$ cat src/rtl/sys_regfile.sv
// Wishbone system register block: board ID constants, 64-bit uptime, access statistics,
// byte-enabled scratchpad, registered status inputs and strobed control outputs.
module sys_regfile #(
  parameter logic [31:0] BOARD_ID  = 32'h0,
  parameter logic [31:0] REV_MAJ   = 32'h0,
  parameter logic [31:0] REV_MIN   = 32'h0,
  parameter logic [31:0] REV_RCS   = 32'h0,
  parameter int          N_SCRATCH = 4,
  parameter int          N_IN      = 8,
  parameter int          N_OUT     = 8
) (
  input  logic                  wb_clk_i,
  input  logic                  wb_rst_i,
  input  logic                  wb_cyc_i,
  input  logic                  wb_stb_i,
  input  logic                  wb_we_i,
  input  logic [3:0]            wb_sel_i,
  input  logic [31:0]           wb_adr_i,
  input  logic [31:0]           wb_dat_i,
  output logic [31:0]           wb_dat_o,
  output logic                  wb_ack_o,
  output logic                  wb_err_o,
  input  logic [32*N_IN-1:0]    regin,
  output logic [32*N_OUT-1:0]   regout,
  output logic [N_OUT-1:0]      regout_stb
);

  logic [5:0]  word;
  logic        req, hit, writable, valid;
  logic [31:0] rd_data, wr_mask;
  logic [63:0] uptime;
  logic [31:0] hi_snap, wr_count, err_count;
  logic [31:0] scratch [N_SCRATCH];
  logic [31:0] regin_q [N_IN];
  logic        unused_adr;

  assign word       = wb_adr_i[7:2];
  assign unused_adr = ^{wb_adr_i[31:8], wb_adr_i[1:0]};
  // The response register doubles as the busy flag: a strobe held through the ack is not a new request.
  assign req        = wb_cyc_i & wb_stb_i & ~wb_ack_o & ~wb_err_o;
  assign wr_mask    = {{8{wb_sel_i[3]}}, {8{wb_sel_i[2]}}, {8{wb_sel_i[1]}}, {8{wb_sel_i[0]}}};
  assign valid      = hit & (~wb_we_i | writable);

  // NOTE: every variable gets a default before the case; a path that leaves one unassigned infers a latch.
  always_comb begin
    hit      = 1'b0;
    writable = 1'b0;
    rd_data  = '0;
    case (word)
      6'h00: begin hit = 1'b1; rd_data = BOARD_ID;        end
      6'h01: begin hit = 1'b1; rd_data = REV_MAJ;         end
      6'h02: begin hit = 1'b1; rd_data = REV_MIN;         end
      6'h03: begin hit = 1'b1; rd_data = REV_RCS;         end
      6'h04: begin hit = 1'b1; rd_data = uptime[31:0];    end
      6'h05: begin hit = 1'b1; rd_data = hi_snap;         end
      6'h06: begin hit = 1'b1; rd_data = wr_count;        end
      6'h07: begin hit = 1'b1; writable = 1'b1; rd_data = err_count; end
      default: ;
    endcase
    for (int i = 0; i < N_SCRATCH; i++) begin
      if (word == 6'(8 + i)) begin
        hit      = 1'b1;
        writable = 1'b1;
        rd_data  = scratch[i];
      end
    end
    for (int i = 0; i < N_IN; i++) begin
      if (word == 6'(16 + i)) begin
        hit     = 1'b1;
        rd_data = regin_q[i];
      end
    end
    for (int i = 0; i < N_OUT; i++) begin
      if (word == 6'(32 + i)) begin
        hit      = 1'b1;
        writable = 1'b1;
        rd_data  = regout[32*i +: 32];
      end
    end
  end

  // NOTE: all state uses non-blocking assignments so every register sees pre-edge values.
  always_ff @(posedge wb_clk_i or posedge wb_rst_i) begin
    if (wb_rst_i) begin
      wb_ack_o   <= 1'b0;
      wb_err_o   <= 1'b0;
      wb_dat_o   <= '0;
      regout     <= '0;
      regout_stb <= '0;
      uptime     <= '0;
      hi_snap    <= '0;
      wr_count   <= '0;
      err_count  <= '0;
      // NOTE: the scratchpad must clear on reset, so it is built from flops rather than a RAM macro.
      for (int i = 0; i < N_SCRATCH; i++) scratch[i] <= '0;
      for (int i = 0; i < N_IN; i++)      regin_q[i] <= '0;
    end else begin
      uptime     <= uptime + 64'd1;
      for (int i = 0; i < N_IN; i++) regin_q[i] <= regin[32*i +: 32];
      wb_ack_o   <= 1'b0;
      wb_err_o   <= 1'b0;
      wb_dat_o   <= '0;
      regout_stb <= '0;
      if (req) begin
        if (!valid) begin
          wb_err_o <= 1'b1;
          if (err_count != '1) err_count <= err_count + 32'd1;
        end else begin
          wb_ack_o <= 1'b1;
          if (wb_we_i) begin
            wr_count <= wr_count + 32'd1;
            if (word == 6'h07) err_count <= '0;
            for (int i = 0; i < N_SCRATCH; i++) begin
              if (word == 6'(8 + i))
                scratch[i] <= (scratch[i] & ~wr_mask) | (wb_dat_i & wr_mask);
            end
            for (int i = 0; i < N_OUT; i++) begin
              if (word == 6'(32 + i)) begin
                regout[32*i +: 32] <= (regout[32*i +: 32] & ~wr_mask) | (wb_dat_i & wr_mask);
                regout_stb[i]      <= 1'b1;
              end
            end
          end else begin
            wb_dat_o <= rd_data;
            if (word == 6'h04) hi_snap <= uptime[63:32];
          end
        end
      end
    end
  end

endmodule
$ cat config.mk
export PLATFORM = sky130hd
export DESIGN_NAME = sys_regfile
export DESIGN_NICKNAME = d
export VERILOG_FILES = /design/src/rtl/sys_regfile.sv
export SDC_FILE = /design/constraint.sdc
export NUM_CORES = 2
export LEC_CHECK = 0
export ABC_AREA = 1
export CAP_MARGIN = 20
export CORE_MARGIN = 1
export CORE_UTILIZATION = 45
export DETAILED_ROUTE_END_ITERATION = 12
export DONT_BUFFER_PORTS = 1
export HOLD_SLACK_MARGIN = 0.08
export RECOVER_POWER = 100
export SYNTH_ARGS = -nofsm -noshare
export SYNTH_HDL_FRONTEND = slang
export SYNTH_SLANG_ARGS = --single-unit
$ cat constraint.sdc
create_clock -name wb_clk_i -period 33.9 [get_ports wb_clk_i]
set_clock_uncertainty 0.2 [all_clocks]
set_input_delay 3.39 -clock wb_clk_i [delete_from_list [all_inputs] [get_ports wb_clk_i]]
set_output_delay 3.39 -clock wb_clk_i [all_outputs]
set_load 0.1 [all_outputs]
Fig. 1: routing congestion
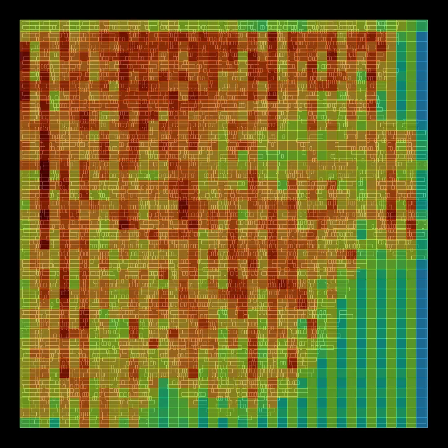
GR Util met1: 0.447
most used routing layer: met2
final standard cell utilization of the core: 0.501
met3 usage: 0.101
met2 Usage GRT: 0.492

Fig. 2: metal layers overlaid
Drawn at 1.5 px/µm. Two of the layers only.
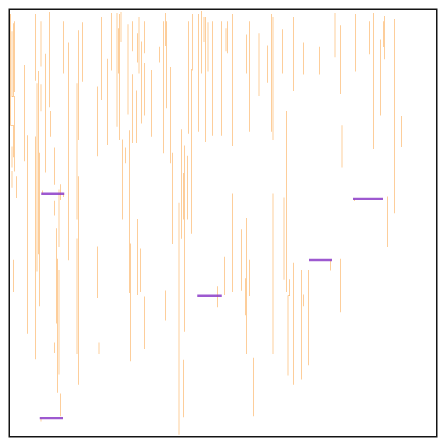
[purple] metal 5 | wire length: 74.5 µm
[orange] metal 4 | wire length: 6840 µm
Routed WL per cell: 26.4 µm
Tot GR Track Use: 0.331
routed wire length: 135 mm
total vias in the final route: 29300

Fig. 3: signal wires on met1
Drawn at 2 px/µm. Supply wires on this layer in grey.
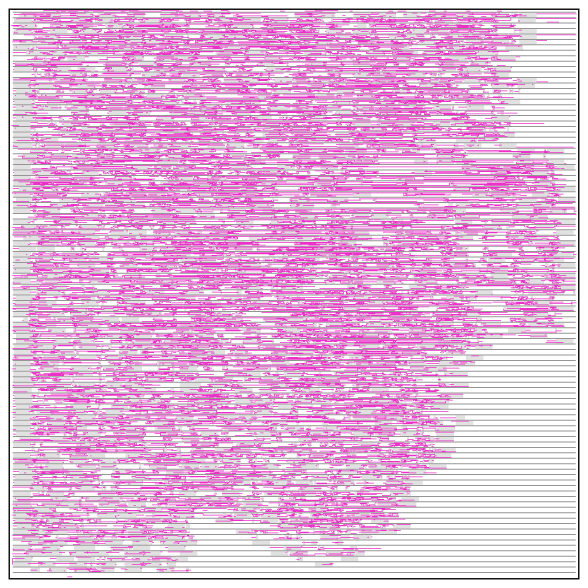
share of all routed wire: 40%
wire length on this layer: 54.2 mm
nets with wire on the layer: 3981
main direction: horizontal

==> out/qor.txt <==
Number of slew-limit violations in the final report -> 803
Clock tree from TritonCTS -> done
Class of the worst hold path -> flip-flop to flip-flop
Max stage delay cell, worst path -> clkbuf_1
Detailed route wirelength on metal2 -> 59.1 mm
Max-capacitance violation count -> 19
Worst setup path start -> wb_rst_i
Largest driver fanout on the critical path -> 146
Post-cts repair resize count -> 0
Cell area after synthesis -> 35800 µm²
Power density over the cells -> 56.4 nW/µm²
DRC errors left -> 0
Number of antenna violations at the first check in global routing -> 30
Sinks on the clock net -> 842
Count of hold buffers inserted by post-cts repair -> 0
Run status -> finished with violations
CTS Buf Count -> 90
FP Rows -> 103
Yosys top cell area share -> 0.589
Internal power of the cells -> 0.00165 W
Largest family of logic cells by area -> simple AND/OR/NAND/NOR gates
Failing checks -> capacitance limit, slew limit
Switching share of total power -> 0.261
Simple-Gate Fraction of Synth Area -> 0.232
Arrival time of the worst setup path -> 15.54 ns
Die Height -> 284 µm
Gate Count Post-Synth -> 4034
Tightest hold margin -> 0.263 ns
Post-synth tally of flip-flops with integrated enable -> 0
Largest net degree at the start of global routing -> 157
Highest ir drop seen on vdd -> 0.0000502 V
Global route total overflow -> 0
Iteration tally of the first detailed-router pass -> 6
Actual slew at the worst max-slew pin -> 7.75 ns
Pre-CTS setup slack -> 25.78 ns
Insertion delay of the later-clocked pin in the worst-skew pair -> 0.69 ns
Yosys cell count -> 4034
Post-synthesis average cell area -> 8.87 µm²
Post-synth top cells -> 1248 x nand2_1, 842 x dfrtp_1, 431 x o21ai_0
First-iteration detailed-routing DRC count -> 3567
Top layer in use -> met5
Type of element capturing the critical path -> asynchronous set/reset pin
AO/OA Area Share -> 0.105
R2r startpoint -> wb_ack_o
Largest incremental delay on the critical path -> 5.64 ns
Switching power of the nets -> 0.000582 W
Number of top-level design ports -> 627
Horizontal die size -> 284 µm
Worst-case hold path end point -> uptime[32]
Least setup slack across all paths after layout -> 18.05 ns
Slew headroom -> -4.16
Fraction of registers with async set or reset after synthesis -> 1.00
Most frequent cells in the layout -> 1256 x nand2_1, 842 x dfrtp_1, 472 x o21ai_0, 267 x nor2_1, 226 x inv_1
Number of buffer cells added on primary ports -> 0
Antenna-violating nets left -> 0
Total half-perimeter wirelength after legalization and detailed placement -> 101 mm
Proportion of synthesized area in mux cells -> 0.00126
Ys Warns -> 0
Maximum count of clock buffers along a single path -> 3
Synthesized-area fraction occupied by adder cells -> 0.00105
Most Frequent Cell on Critical Path -> clkbuf_1
Kind of cell with the highest combined delay on the critical path -> buffers and inverters
WL met3 -> 14.9 mm
Clock period minus final worst setup slack -> 15.85 ns
Kind of launch point of the worst setup path -> input pin
Critical path buffer and inverter count -> 3
metrics by stage:
stage               area, µm²  cells  utilization
finish                  39500   5120        0.501
global route            39500   5110        0.501
CTS                     39800   5092        0.504
detailed placement      36700   4932        0.465
global placement        36700   4932        0.465
floorplan               35800   4034            -
area by class of cell:
class	count	area, µm²
antenna	23	57.6
timing repair buffer	42	260
inverter	246	927
multi-input combinational	2757	12800
clock inverter	38	548
clock buffer	122	2510
tap	1050	1310
fill	7527	39400
sequential	842	21100
power groups by stage:
stage / Combinational (W) / Sequential [W] / Clock [W]
floorplan: 0.0000672 / 0.00111 / 0
global placement: 0.000111 / 0.00111 / 0
detailed placement: 0.000112 / 0.00111 / 0
CTS: 0.000112 / 0.00109 / 0.00103
global route: 0.000122 / 0.00110 / 0.00107
finish: 0.000112 / 0.00110 / 0.00102
Power figures rest on the tool's default switching activity, not on a simulated workload.
